$ cat src/rtl/mem_port_arbiter_pkg.sv
// Shared types and default widths for the CPU main-memory port arbiter.
package cpu_mem_pkg;

    localparam int unsigned MEM_AW = 16;
    localparam int unsigned MEM_DW = 16;

    typedef enum logic [1:0] {IDLE, MEM, RESP} state_t;
    typedef enum logic {OWN_IF, OWN_D} owner_t;

endpackage

$ cat src/rtl/mem_port_arbiter_rr_arb2.sv
// Combinational two-way picker between instruction fetch and the data path.
module rr_arb2
    import cpu_mem_pkg::*;
(
    input  logic req_if,
    input  logic req_d,
    input  logic last_owner,
    input  logic fixed_prio,
    output logic winner
);

    // winner/last_owner carry the owner_t encoding: 1 = data path.
    always_comb begin
        winner = OWN_IF;
        if (req_if && req_d)
            winner = (fixed_prio || last_owner == OWN_IF) ? OWN_D : OWN_IF;
        else if (req_d)
            winner = OWN_D;
    end

endmodule

$ cat src/rtl/mem_port_arbiter.sv
// Serialises IF reads and D reads/writes onto the single-port main memory,
// aborting with an error response when the memory never acknowledges.
module mem_port_arbiter
    import cpu_mem_pkg::*;
#(
    parameter int unsigned AW          = MEM_AW,
    parameter int unsigned DW          = MEM_DW,
    parameter int unsigned TIMEOUT_CYC = 64,
    parameter bit          FIXED_PRIO  = 1'b0
)(
    input  logic          clk,
    input  logic          reset,
    input  logic          if_req,
    input  logic [AW-1:0] if_addr,
    output logic          if_gnt,
    output logic          if_rvalid,
    output logic [DW-1:0] if_rdata,
    input  logic          d_req,
    input  logic          d_we,
    input  logic [AW-1:0] d_addr,
    input  logic [DW-1:0] d_wdata,
    output logic          d_gnt,
    output logic          d_rvalid,
    output logic [DW-1:0] d_rdata,
    output logic          mem_req,
    output logic          mem_we,
    output logic [AW-1:0] mem_addr,
    output logic [DW-1:0] mem_wdata,
    input  logic          mem_ack,
    input  logic [DW-1:0] mem_rdata,
    output logic          err,
    output logic          busy
);

    localparam int unsigned   CW       = $clog2(TIMEOUT_CYC) + 1;
    localparam logic [CW-1:0] CNT_LAST = CW'(TIMEOUT_CYC - 1);

    state_t        state_q, state_d;
    owner_t        owner_q, owner_d, last_q, last_d;
    logic [CW-1:0] cnt_q, cnt_d;
    logic          win_bit;

    logic          if_gnt_d, if_rvalid_d, d_gnt_d, d_rvalid_d;
    logic          mem_req_d, mem_we_d, err_d, busy_d;
    logic [AW-1:0] mem_addr_d;
    logic [DW-1:0] mem_wdata_d, if_rdata_d, d_rdata_d;

    rr_arb2 u_arb (
        .req_if     (if_req),
        .req_d      (d_req),
        .last_owner (last_q),
        .fixed_prio (FIXED_PRIO),
        .winner     (win_bit)
    );

    always_comb begin
        state_d     = state_q;
        owner_d     = owner_q;
        last_d      = last_q;
        cnt_d       = cnt_q;
        if_gnt_d    = 1'b0;
        d_gnt_d     = 1'b0;
        if_rvalid_d = 1'b0;
        d_rvalid_d  = 1'b0;
        err_d       = 1'b0;
        mem_req_d   = mem_req;
        mem_we_d    = mem_we;
        mem_addr_d  = mem_addr;
        mem_wdata_d = mem_wdata;
        if_rdata_d  = if_rdata;
        d_rdata_d   = d_rdata;
        busy_d      = busy;
        case (state_q)
            IDLE: begin
                if (if_req || d_req) begin
                    owner_d     = owner_t'(win_bit);
                    last_d      = owner_t'(win_bit);
                    state_d     = MEM;
                    cnt_d       = '0;
                    busy_d      = 1'b1;
                    mem_req_d   = 1'b1;
                    if_gnt_d    = !win_bit;
                    d_gnt_d     = win_bit;
                    mem_we_d    = win_bit && d_we;
                    mem_addr_d  = win_bit ? d_addr : if_addr;
                    mem_wdata_d = win_bit ? d_wdata : '0;
                end
            end
            MEM: begin
                // An ack on the final timeout cycle still counts as a normal completion.
                if (mem_ack || cnt_q == CNT_LAST) begin
                    state_d   = RESP;
                    mem_req_d = 1'b0;
                    mem_we_d  = 1'b0;
                    err_d     = !mem_ack;
                    if (owner_q == OWN_D) begin
                        d_rvalid_d = 1'b1;
                        if (!mem_we)
                            d_rdata_d = mem_ack ? mem_rdata : '0;
                    end else begin
                        if_rvalid_d = 1'b1;
                        if_rdata_d  = mem_ack ? mem_rdata : '0;
                    end
                end else if (cnt_q != '1) begin
                    cnt_d = cnt_q + CW'(1);
                end
            end
            RESP: begin
                state_d = IDLE;
                cnt_d   = '0;
                busy_d  = 1'b0;
            end
            default: state_d = IDLE;
        endcase
    end

    always_ff @(posedge clk or negedge reset) begin
        if (!reset) begin
            state_q   <= IDLE;
            owner_q   <= OWN_IF;
            last_q    <= OWN_D;
            cnt_q     <= '0;
            if_gnt    <= 1'b0;
            if_rvalid <= 1'b0;
            if_rdata  <= '0;
            d_gnt     <= 1'b0;
            d_rvalid  <= 1'b0;
            d_rdata   <= '0;
            mem_req   <= 1'b0;
            mem_we    <= 1'b0;
            mem_addr  <= '0;
            mem_wdata <= '0;
            err       <= 1'b0;
            busy      <= 1'b0;
        end else begin
            state_q   <= state_d;
            owner_q   <= owner_d;
            last_q    <= last_d;
            cnt_q     <= cnt_d;
            if_gnt    <= if_gnt_d;
            if_rvalid <= if_rvalid_d;
            if_rdata  <= if_rdata_d;
            d_gnt     <= d_gnt_d;
            d_rvalid  <= d_rvalid_d;
            d_rdata   <= d_rdata_d;
            mem_req   <= mem_req_d;
            mem_we    <= mem_we_d;
            mem_addr  <= mem_addr_d;
            mem_wdata <= mem_wdata_d;
            err       <= err_d;
            busy      <= busy_d;
        end
    end

endmodule
$ cat config.mk
export PLATFORM = sky130hd
export DESIGN_NAME = mem_port_arbiter
export DESIGN_NICKNAME = d
export VERILOG_FILES = /design/src/rtl/mem_port_arbiter_pkg.sv /design/src/rtl/mem_port_arbiter_rr_arb2.sv /design/src/rtl/mem_port_arbiter.sv
export SDC_FILE = /design/constraint.sdc
export NUM_CORES = 1
export LEC_CHECK = 0
export ABC_AREA = 1
export CORE_MARGIN = 5
export CORE_UTILIZATION = 47
export CTS_BUF_LIST = sky130_fd_sc_hd__clkbuf_16
export CTS_CLUSTER_DIAMETER = 100
export DETAILED_ROUTE_END_ITERATION = 10
export PLACE_DENSITY = 0.86
export SYNTH_ARGS = -nofsm -noshare
export SYNTH_HDL_FRONTEND = slang
export SYNTH_SLANG_ARGS = --single-unit
$ cat constraint.sdc
create_clock -name clk -period 3.05 [get_ports clk]
set_clock_uncertainty 0.05 [all_clocks]
set_input_delay 0.305 -clock clk [delete_from_list [all_inputs] [get_ports clk]]
set_output_delay 0.305 -clock clk [all_outputs]
set_load 0.01 [all_outputs]
Run 1, M3 wires:
Scale: 4 px per um.
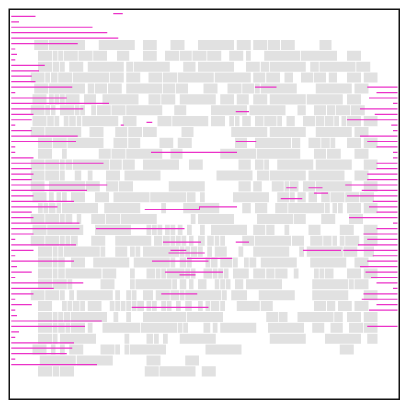
share of all routed wire	11%
wire length on this layer	1080 um
total wire length: 9470 um
GR Util met3: 9.19%
via count of the routed design: 3033

Run 1, a small window of the routed layout:
Window x 47 to 97, y 47 to 97 um. Cells in gray, sequential cells in the stronger gray; small squares are vias.
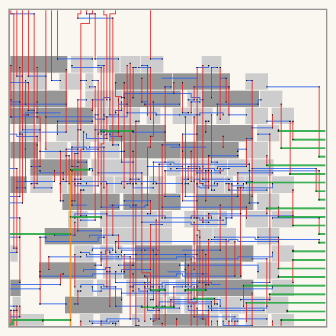
layer	color
M4	orange
M2	red
M3	green
M1	blue
cells with their middle in the window	120
most frequent	clkdlybuf4s50_1 (36), dfrtp_1 (24), o21ai_2 (21)
netlist names of flops here include	if_rdata (11), d_rdata (10), mem_wdata (2)
sequential cells in the window	24

Run 1, pin placement:
Scale: 4 px per um. Pins as bars across the die edge, other pins in gray.
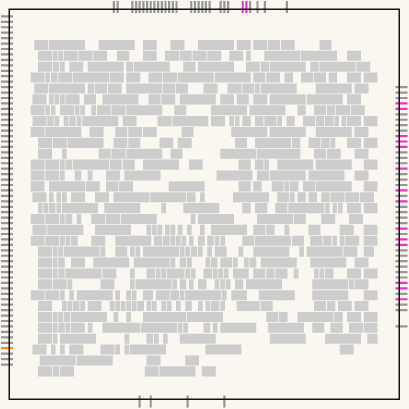
port	color	pins	direction	edge
if_rdata	magenta	16	output	14 right, 2 top
d_we	orange	1	input	left
all pins by edge	65 left, 43 right, 30 top, 4 bottom

Run 1, cells colored by class:
Scale: 6 px per um.
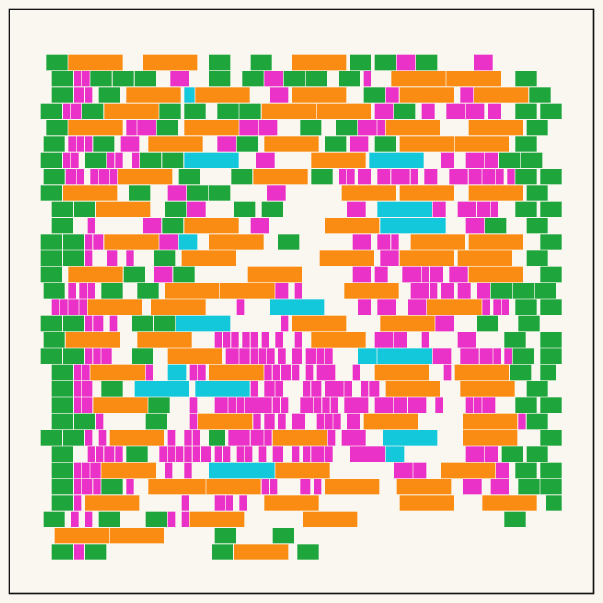
class	color	cells	share of their area
remaining logic cells	magenta	259	27%
clock drivers and dummy loads	cyan	16	6.2%
remaining buffers and delay cells	green	143	27%
sequential cells	orange	83	40%

==> notes.md, run 1 <==
Implementation results.

The flow ran to the end, and the final reports show no timing, DRC or antenna violations. In this build the clock could be raised as far as 0.515 GHz. The net count entering floorplan is 428. The met2 wirelength from detailed routing is 4540 um.

For this run, the chip area from Yosys synthesis comes to 3570 um^2. In the Yosys report, the sequential cells make up 58.2% of the chip area. The final worst-path cycle share is 63.6%. The power density over the cells is 962 nW/um^2. The clock insertion delay at the later pin of the skew report is 0.33 ns.

Buffers inserted during clock tree synthesis total 9. The residual overflow from global routing is 0. The fraction of synthesized area in multiplexers is 0%. The port buffer count is 141.

The TritonCTS clock tree is done. The die is 97.1 um wide. The post-route met1 wirelength is 3740 um.

The multi-input combinational cells in the finished layout cover a total of 1320 um^2. Counting I/O delays and the setup requirement, the final critical path takes 1.94 ns. The report puts the hold buffer count at CTS at 0. The most frequent logic cell in the layout is clkdlybuf4s50_1. The first detailed-routing pass took 4 iterations.

The worst slew margin relative to its limit is 32.0%. Per the post-synthesis report, the number of cells in the design is 357. The total negative setup slack is 0 ns. The number of antenna diodes in the final layout is 0. The launching element of the worst setup path is cnt_q[0]. The launching element type of the critical path is a register.

The routed design shows a wire length per standard cell of 15.8 um. In this run, synthesis produced a sequential element count of 83. The total area inside the core boundary comes to 7330 um^2. The uppermost metal layer occupied by signal nets is met4. IR analysis of the VDD net gives a maximum drop of 0.000564 V.

In the setup report, the worst path falls into the class reg -> reg. The sum of net half-perimeters after detailed placement is 6890 um. The tree built by TritonCTS fans out to 83 sinks. The floorplan step set the die height to 97.1 um. The arrival time reported for the critical path endpoint is 2.09 ns. The number of cell rows is 31. The share of the synthesized netlist area taken by xor and xnor gates is 0.245%. Looking at the reg2reg group, the worst path starts from cnt_q[0]. The count of nets left with antenna violations once routing finished came out at 0. The number of buffers added for setup after CTS is 0. Per the final layout report, the fraction of cells sized above drive strength 1 comes to 18.2%. The buffer depth of the longest clock path is 2. The synthesized-area fraction occupied by adder cells is 0.351%. The worst setup path is captured at a register. The worst setup margin is 1.11 ns. Per the STA report, the cell with the highest stage delay on the worst path is dfrtp_1.

The total power of the final layout is 5140 uW. The total number of yosys warnings is 0. The fraction of the mapped netlist area in simple logic gates is 23.2%. The number of logged tool warnings is 26. The initial antenna violation count is 0. In the global route stage, met2 resource usage came out at 34.3%. The layout filler cell count is 516.

The most numerous cell on the critical path is nand2_2. The count of cells in the finished layout, fillers not included, comes to 600. Per the CTS log, the root buffer master is clkbuf_16. The end-of-flow core utilization is 72.8%. In the routed layout, each cell is associated on average with a via count of 5.06. By area the synthesized netlist is led by dfrtp_1 58%, nand2_1 11%, o21ai_2 7.9%, nand2_2 5.1%, a22o_1 3.9%. The signal on the critical path passes through ha_1 -> nand2_2 -> nor2_2 -> nand2_2 -> a21oi_4 -> nand2_4 -> nand2_2 -> o21ai_2. Compared with the post-synthesis result, the final layout area differs by 49.6%. The number of failing setup endpoints in the final timing report is 0.

The family with the most delay on the worst path is simple AND/OR/NAND/NOR gates. The number of maximum-capacitance violations recorded for the run is 0. The share of the synthesized area in the top cell type is 57.5%. The combined global-route utilization of all metal layers is 20.5%. In the global route stage, met1 resource usage came out at 24.1%. Once placement finished, the instance area stood at 5010 um^2. Of the combinational cells, the family taking the most area is simple AND/OR/NAND/NOR gates. The floorplan step records an initial core utilization of 48.7%. The longest individual stage delay on the worst path is 0.44 ns.

The layout stage reports a final design area of 5340 um^2. Per the synthesis report, the AND-OR/OR-AND share of the synthesized area is 13.2%. The congestion estimate from routability-driven global placement came to 0.847.

Detailed-route iteration 0 reported a violation count of 148. After detailed placement, the design holds a cell count of 584. The slew of the pin with the lowest slew margin is 1.02 ns. The synthesized netlist occupies a cell area of 3570 um^2.

During I/O placement, the number of pins put on the boundary was 142. Setup repair after global routing left no endpoint under its margin. Entering global routing, the biggest net connects 84 pins.
-- run 1: cells in the mapped netlist --
| library cell | n |
|---|---|
| nand2_2 | 29 |
| buf_2 | 1 |
| ha_1 | 1 |
| a22o_1 | 16 |
| xor2_1 | 1 |
| dfrtp_1 | 82 |
| nand2_4 | 2 |
| o2111ai_1 | 1 |
| clkbuf_1 | 7 |
| o21ai_0 | 3 |
| a21oi_1 | 2 |
| clkinv_1 | 2 |
| nand4_1 | 4 |
| nor2_2 | 2 |
| buf_1 | 1 |
| nand3_1 | 22 |
| dfstp_2 | 1 |
| nand2_1 | 109 |
| nor3_1 | 1 |
| nor2_1 | 14 |
| inv_2 | 4 |
| inv_1 | 12 |
| buf_6 | 6 |
| a21oi_4 | 1 |
| o21ai_2 | 32 |
| nand3_2 | 1 |
-- run 1: report_power, final --
part           switching (uW)  internal [uW]  leakage (uW)
combinational            1040           1100       0.00120
sequential                294           1540       0.00107
clock                     440            724      0.000160
total                    1770           3360       0.00243
-- run 1: worst max path at each step --
stage,cells after the start,slack (ns),end
floorplan,9,1.49,if_rdata[10]
finish,8,1.11,d_rdata[15]
global route,8,0.95,if_rdata[8]
global placement,7,1.05,if_rdata[9]
CTS,8,1.09,d_rdata[0]
detailed placement,7,0.94,d_rdata[0]
-- run 1: cell type report --
| class | instances | area share (%) |
|---|---|---|
| Clock buffer | 9 | 4.22 |
| Inverter | 18 | 1.27 |
| Clock inverter | 7 | 1.87 |
| Timing Repair Buffer | 143 | 26.7 |
| Sequential cell | 83 | 38.9 |
| Multi-Input combinational cell | 241 | 24.7 |
| Tap cell | 99 | 2.32 |
==> run 2: changes to the inputs <==
- CORE_UTILIZATION: 47 -> 43
- PLACE_DENSITY: 0.86 -> 0.79
- clock period: 3.05 -> 1.9 ns (I/O delays scaled with it)
==> notes.md, run 2 <==
Implementation results.

The most used flip-flop cell after synthesis is dfrtp_1. The synthesized-area fraction occupied by adder cells came to 0.351% (unchanged). The initial antenna violation count is 0 (unchanged). The post-route met1 wirelength is 4190 um (+12%).

The final worst-path cycle share is 93.0% (+29 points). By count the netlist is led by 109 x nand2_1, 82 x dfrtp_1, 32 x o21ai_2. The run finished with clean final reports. The detailed-router iteration count before antenna repair is 4 (unchanged). The net count entering floorplan is 428 (unchanged). The clock share of power was 20.5% (-2.2 points). The number of cell rows came to 33 (+6.5%). The clock insertion delay at the later pin of the skew report came to 0.33 ns (about the same). The count of pins on the block boundary came to 142 (unchanged). The clock period minus worst slack is 1.77 ns (-0.174 ns). The data required time reported for the critical path is 2.06 ns. The mean number of vias per cell is 4.97 (-1.7%). The share of post-route cells with drive strength above 1 is 19.6% (+1.4 points).

The residual overflow from global routing came to 0 (unchanged). The switching power is 2880 uW (+63%). The via count came to 3061 (+0.92%). The arrival time reported for the critical path endpoint is 1.93 ns (-0.16 ns). The wire length of the first global-routing pass is 15800 um. The internal power summed over all cells is 5340 uW (+59%). The power density over the cells is 1510 nW/um^2 (+57%).

The pin count of the biggest net entering global routing is 38 (-55%). Per the detail_route log, the uppermost layer with routed signals is met4. The slew of the pin with the lowest slew margin was 0.590 ns (-0.430 ns). Among the non-sequential cells, simple AND/OR/NAND/NOR gates take the most area.

The yosys stat chip area came to 3570 um^2 (unchanged). The synthesized flop and latch total came to 83 (unchanged). The highest attainable clock frequency is 0.566 GHz (+9.8%). The CTS buffer count is 9 (unchanged).

The netlist area before placement is 3570 um^2 (unchanged). The largest voltage drop on the vdd net was 0.000638 V (+13%). The critical path maximum fanout is 16. The number of logged tool warnings is 26 (unchanged).

The area overhead of the layout relative to synthesis is 52.4%. Of all power groups, the one with the highest power is combinational cells. The fraction of the mapped netlist area in simple logic gates was 23.2% (unchanged).

The share of total power in sequential cells is 35.6% (about the same). The area taken by sequential standard cells is reported as 2080 um^2. The sequential fraction of the synthesis area was 58.2% (unchanged). TritonCTS built the clock tree.

Per the post-synthesis stats, the area per cell is 10.0 um^2. The synthesis report lists the most area-consuming cells as dfrtp_1 58%, nand2_1 11%, o21ai_2 7.9%, nand2_2 5.1%, a22o_1 3.9%. The layout filler cell count is 648 (+26%). The buffer depth of the longest clock path is 2 (unchanged).

The power dissipated in the clock network was 1680 uW (+45%). The clock net sink count is 83 (unchanged). The worst setup path category is reg -> reg. The met2 usage came to 29.8% (-4.5 points). nand2_1 is the most common cell in the netlist.

The kind of capture point of the worst setup path is a register. The power dissipated in combinational cells came to 3610 uW (+69%). The power attributed to sequential cells came to 2930 uW (+60%). The share of the synthesized netlist area taken by xor and xnor gates is 0.245% (unchanged). The met1 global-route usage came to 26.7% (+2.6 points). The count of routing violations after the opening detailed-route iteration is 110 (-26%). The fraction of power spent switching nets is 35.1% (+0.57 points). The sum of net half-perimeters after detailed placement is 6990 um (+1.5%). The weighted congestion reported at the end of routability-driven placement was 0.870 (+2.7%).

The hold buffer count at CTS came to 1 (+1). The total negative setup slack is 0 ns (unchanged). The area of the core region is 8130 um^2 (+11%). The instance tally after logic synthesis was 357 (unchanged). Setup repair after global routing left no endpoint under its margin. The share of the synthesized area in the top cell type is 57.5% (unchanged). Per the cell usage report, the commonest logic cells after layout are 140 x clkdlybuf4s50_1, 108 x nand2_1, 80 x dfrtp_1. The post-route antenna net violation count is 0 (unchanged). The worst setup path is launched from a register. Among logic cells in the layout, the one with the most instances is clkdlybuf4s50_1. The proportion of register bits with asynchronous set or reset after synthesis is 100% (unchanged). The worst slew margin relative to its limit is 60.5% (+29 points). The number of antenna repair diodes is 0 (unchanged). The cell at the root of the clock tree is clkbuf_16. The detailed-route wire length per cell is 15.9 um (+0.90%). The number of flops mapped to enable cells by yosys is 0 (unchanged). The fraction of synthesized area in multiplexers is 0% (unchanged). The floorplan core density came to 43.9% (-4.8 points).

The multi-input logic area is 1360 um^2 (+3.2%). The synthesized-area fraction occupied by ao, oa, aoi and oai cells is 13.2% (unchanged). The met2 wirelength from detailed routing was 4620 um (+1.8%). The combined global-route utilization of all metal layers is 19.6% (-0.93 points). The number of buffers added for setup after CTS is 0 (unchanged). The number of violations of the max-capacitance limit is 0 (unchanged).

The total number of yosys warnings is 0 (unchanged).
-- run 2: cell counts after synthesis --
No cell type changed its count.
-- run 2: worst paths after layout --
path / startpoint / to / slack [ns] / depth (start not counted)
setup / recovery: cnt_q[0] / d_rdata[11] / 0.13 / 9
hold / removal: reset / mem_wdata[13] / 0.32 / 2
setup reg to reg: cnt_q[0] / d_rdata[11] / 0.13 / 9
hold reg to reg: last_q / last_q / 0.42 / 2
max in group asynchronous: reset / cnt_q[4] / 0.93 / 3
min in group clk: d_we / mem_we / 0.35 / 3
-- run 2: logic make-up after synthesis --
| group | Yosys count |
|---|---|
| adder cells (fa/ha/maj) | 1 |
| AND/OR/NAND/NOR | 184 |
| AND-OR/OR-AND | 55 |
| flip-flops | 83 |
| XOR/XNOR | 1 |
| buffers and inverters | 33 |
-- run 2: area by class of cell --
type                       count  share of cell area [%]
timing repair buffer         151                    27.8
clock inverter                 7                    1.10
multi-input combinational    243                    25.1
tap                          105                    2.42
inverter                      18                    1.24
sequential                    83                    38.3
clock buffer                   9                    4.14
-- run 2: worst max-delay path, stage by stage, from the launching register on --
cell and delay [ns]:
dfrtp_2 0.40, ha_1 0.22, nand2_2 0.08, nor2_2 0.12, nand2_2 0.10, a21oi_4 0.18, buf_12 0.16, nand2_4 0.17
nand2_2 0.13, o21ai_2 0.05
-- run 2: stage by stage --
stage               util [%]  instance area (um^2)  worst slack [ns]  std cells  total power (uW)
floorplan                  -                  3570             0.337        357              4620
global placement        62.4                  5080            0.0845        596              6330
detailed placement      62.4                  5080            0.0360        596              6450
CTS                     66.1                  5370            0.0223        613              8170
global route            66.9                  5440            0.0383        616              8730
finish                  66.9                  5440             0.133        616              8220
Run 2, M3 wires:
Scale: 4 px per um.
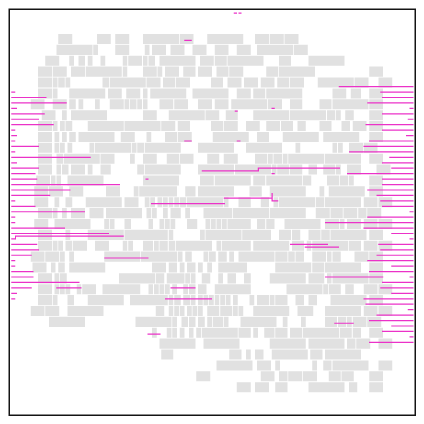
wire length on this layer	837 um
nets with wire on the layer	98
longest straight run	26.9 um
share of all routed wire	8.5%
main direction	horizontal
GR Util met3: 5.88%
total wire length: 9810 um

Run 2, pin placement:
Scale: 4 px per um. Pins as bars across the die edge, other pins in gray.
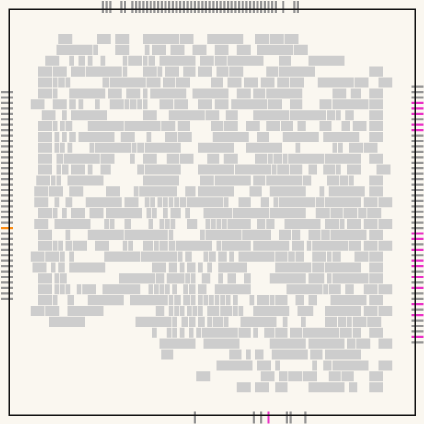
port	color	pins	direction	edge
if_rdata	magenta	16	output	15 right, 1 bottom
d_we	orange	1	input	left
all pins by edge	48 right, 48 top, 39 left, 7 bottom
die height: 101 um
die x size: 101 um
count of port buffers added during placement: 141

Run 2, a small window of the routed layout:
Window x 51 to 101, y 51 to 101 um. Cells in gray, sequential cells in the stronger gray; small squares are vias.
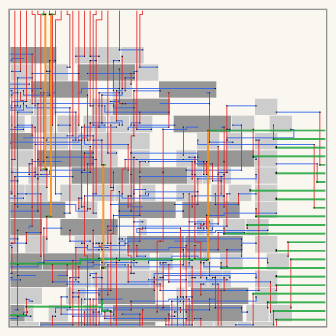
layer	color
M4	orange
M2	red
M3	green
M1	blue
most frequent	clkdlybuf4s50_1 (36), dfrtp_1 (24), o21ai_2 (12)
sequential cells in the window	24
netlist names of flops here include	mem_wdata (10), d_rdata (7), if_rdata (5)
cells with their middle in the window	109

==> run 3: changes to the inputs <==
- REMOVE_ABC_BUFFERS: unset -> 1
Run 3, the metal 4 layer:
Scale: 4 px per um. Supply wires on this layer in gray.
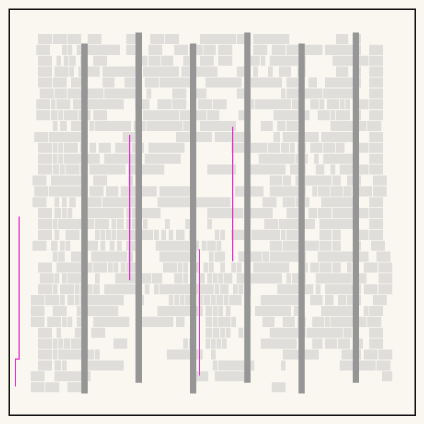
main direction	vertical
nets with wire on the layer	3
longest straight run	36.0 um
wire length on this layer	144 um
share of all routed wire	1.5%
via count of the routed design: 3032
total wire length: 9400 um

Run 3, the clock network:
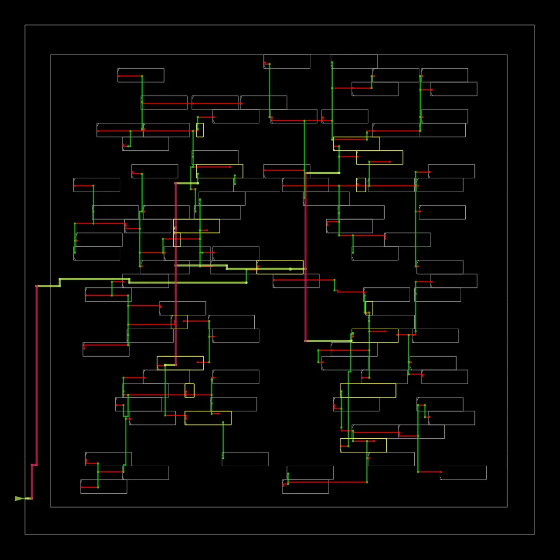
clk ins delay skew pair: 0.32 ns
Clk power: 1650 uW
number of buffers created by CTS: 9
flop count: 83
clock tree sinks: 83

==> notes.md, run 3 <==
Implementation results.

The capture point of the critical path is d_rdata[1]. The worst setup path category is reg -> reg. Traced cell by cell, the critical path runs through ha_1 -> nand2_2 -> nor2_2 -> nand2_2 -> a21oi_4 -> buf_12 -> nand2_4 -> buf_12 -> nand2_1 -> o21ai_2. The setup slack at placement is 0.0162 ns (-0.0199 ns). The number of flops mapped to enable cells by yosys was 0 (unchanged).

The combined global-route utilization of all metal layers is 18.9% (-0.63 points). The cell count after placement is 594 (-0.34%). The arrival time reported for the critical path endpoint came to 1.95 ns (+0.02 ns). The total negative setup slack is 0 ns (unchanged).

The area of the core region is 8130 um^2 (unchanged). The most frequent logic cell in the layout is clkdlybuf4s50_1. The depth of the most critical reg-to-reg path is 10 (+1).

The most frequently used flop master after synthesis is dfrtp_1. The count of routing violations after the opening detailed-route iteration is 106 (-3.6%). The area growth from synthesis to layout is 52.0%.

The height of the die is 101 um (unchanged). Yosys attributes the largest share of cell area to dfrtp_1 58%, nand2_1 11%, o21ai_2 7.9%, nand2_2 5.1%, a22o_1 3.9%. The cell area reported after detailed placement came to 5090 um^2 (+0.20%).

The highest attainable clock frequency is 0.560 GHz (-1.0%). The die span in x is 101 um (unchanged). The kind of capture point of the worst setup path is a register. For reference, the top cells by count after synthesis are 109 x nand2_1, 82 x dfrtp_1, 32 x o21ai_2.

The most common logic cells in the final layout are 140 x clkdlybuf4s50_1, 109 x nand2_1, 82 x dfrtp_1. The detailed-route wire length per cell is 15.3 um (-3.7%). The number of cell rows is 33 (unchanged). The detailed-router iteration count before antenna repair is 4 (unchanged). The launching element of the worst setup path is cnt_q[0]. The post-route antenna net violation count is 0 (unchanged).

Looking at the reg2reg group, the worst path starts from cnt_q[0]. The master of the slowest instance on the critical path is dfrtp_1. The launching element type of the critical path is a register. The yosys stat chip area is 3570 um^2 (unchanged). The number of antenna repair diodes is 0 (unchanged). The total power of the final layout is 8140 uW (-0.98%). The number of logged tool warnings was 25 (-3.8%). The initial antenna violation count is 0 (unchanged). The mean number of vias per cell came to 4.95 (-0.46%). The sum of net half-perimeters after detailed placement is 6970 um (-0.35%). The final worst-path cycle share is 93.9% (+0.96 points). The end-of-flow core utilization is 66.7% (-0.18 points). The wire length of the first global-routing pass is 15300 um (-3.4%). The weighted congestion reported at the end of routability-driven placement was 0.844 (-3.0%). The TritonCTS clock tree is done.

The layout filler cell count was 642 (-0.93%). The synthesized flop and latch total is 83 (unchanged). The instance tally after logic synthesis is 357 (unchanged). The most numerous cell in the Yosys netlist is nand2_1. The required time of the worst setup path was 2.07 ns (about the same). The largest voltage drop on the vdd net is 0.000833 V (+30%). The final standard cell count with taps included and fillers excluded came to 613 (-0.49%). The floorplan core density was 43.9% (unchanged).

The longest individual stage delay on the worst path came to 0.42 ns (+0.02 ns). The pin count of the biggest net entering global routing is 38 (unchanged). The post-route cell area came to 5420 um^2 (-0.28%). The setup slack of the worst register-to-register path is 0.12 ns (-0.02 ns). The count of pins on the block boundary is 142 (unchanged).

The share of the synthesized area in the top cell type is 57.5% (unchanged). The proportion of register bits with asynchronous set or reset after synthesis is 100% (unchanged). The critical-path maximum fanout came to 32 (+16). The buffer depth of the longest clock path is 2 (unchanged). The run finished with clean final reports. The post-synthesis area per instance is 10.0 um^2 (unchanged). Setup repair after global routing left no endpoint under its margin. The residual overflow from global routing is 0 (unchanged). The share of post-route cells with drive strength above 1 is 18.5% (-1.1 points). The worst slew margin relative to its limit is 58.4% (-2.2 points). The number of violations of the max-capacitance limit came to 0 (unchanged). The clock period minus worst slack is 1.78 ns (+0.0182 ns).

The port buffer count is 141 (unchanged). The worst setup margin came to 0.115 ns (-0.0182 ns). The total count of max-transition violations in the final report is 0. The sequential fraction of the synthesis area was 58.2% (unchanged).

The power density over the cells was 1500 nW/um^2 (-0.70%). The total number of yosys warnings is 0 (unchanged). Looking at the clock tree report, the root buffer type is clkbuf_16.

In this run the critical register-to-register path is captured at d_rdata[1].
Run 3, pin placement:
Scale: 4 px per um. Pins as bars across the die edge, other pins in gray.
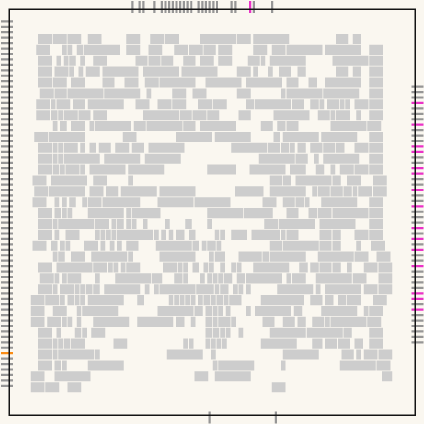
port	color	pins	direction	edge
if_rdata	magenta	16	output	15 right, 1 top
d_we	orange	1	input	left
all pins by edge	68 left, 48 right, 24 top, 2 bottom

-- run 3: power breakdown --
group | switching (uW) | total [uW] | internal (uW)
Combinational | 1680 | 3540 | 1860
Clock | 647 | 1650 | 1000
Sequential | 482 | 2950 | 2470
Total | 2810 | 8140 | 5330
-- run 3: layer usage --
metal	routed length (um)	vias to the layer above	GRT usage [%]	share of wire [%]
met5	0	-	0	0
met4	143	0	7.36	1.5
met3	1100	11	7.61	12
met2	4110	159	27.5	44
met1	4060	1399	25.3	43
li1	-	1463	-	-
-- run 3: cells by family after synthesis --
logic type               after synthesis  synth area share (%)
flip-flops                            83                  58.2
XOR/XNOR                               1                 0.245
AND-OR/OR-AND                         55                  13.2
buffers and inverters                 33                  4.77
adder cells (fa/ha/maj)                1                 0.351
AND/OR/NAND/NOR                      184                  23.2
-- run 3: critical path: cells and delay by family, from the launching register on --
kind / cells / cell delay [ns]
fa+ha+maj: 1 / 0.23
buf+inv: 2 / 0.32
simple gates: 5 / 0.43
compound gates: 2 / 0.22
flops: 1 / 0.42
-- run 3: how the worst min path moves through the flow --
stage              endpoint  depth (start not counted)
3_3_place_gp     d_rdata[0]                          1
6_report         d_rdata[0]                          2
3_5_place_dp     d_rdata[0]                          1
4_1_cts        if_rdata[10]                          2
2_1_floorplan          busy                          0
5_1_grt         if_rdata[2]                          2
-- run 3: final cells by class --
cell class,count,area [um^2],share of cell area (%)
Clock buffer,9,225,4.15
Clock inverter,7,60.1,1.11
Inverter,18,67.6,1.25
Multi-Input combinational cell,242,1340,24.7
Sequential cell,83,2080,38.3
Tap cell,105,131,2.42
Timing Repair Buffer,149,1520,28.1
-- run 3: repair_timing --
action	in CTS	in global routing
endpoints found under the setup margin	0	16
resized	0	1
hold buffers	1	0
buffers inserted	0	1
hold endpoints to repair	29	0
Power is estimated from default activity; no workload was simulated.
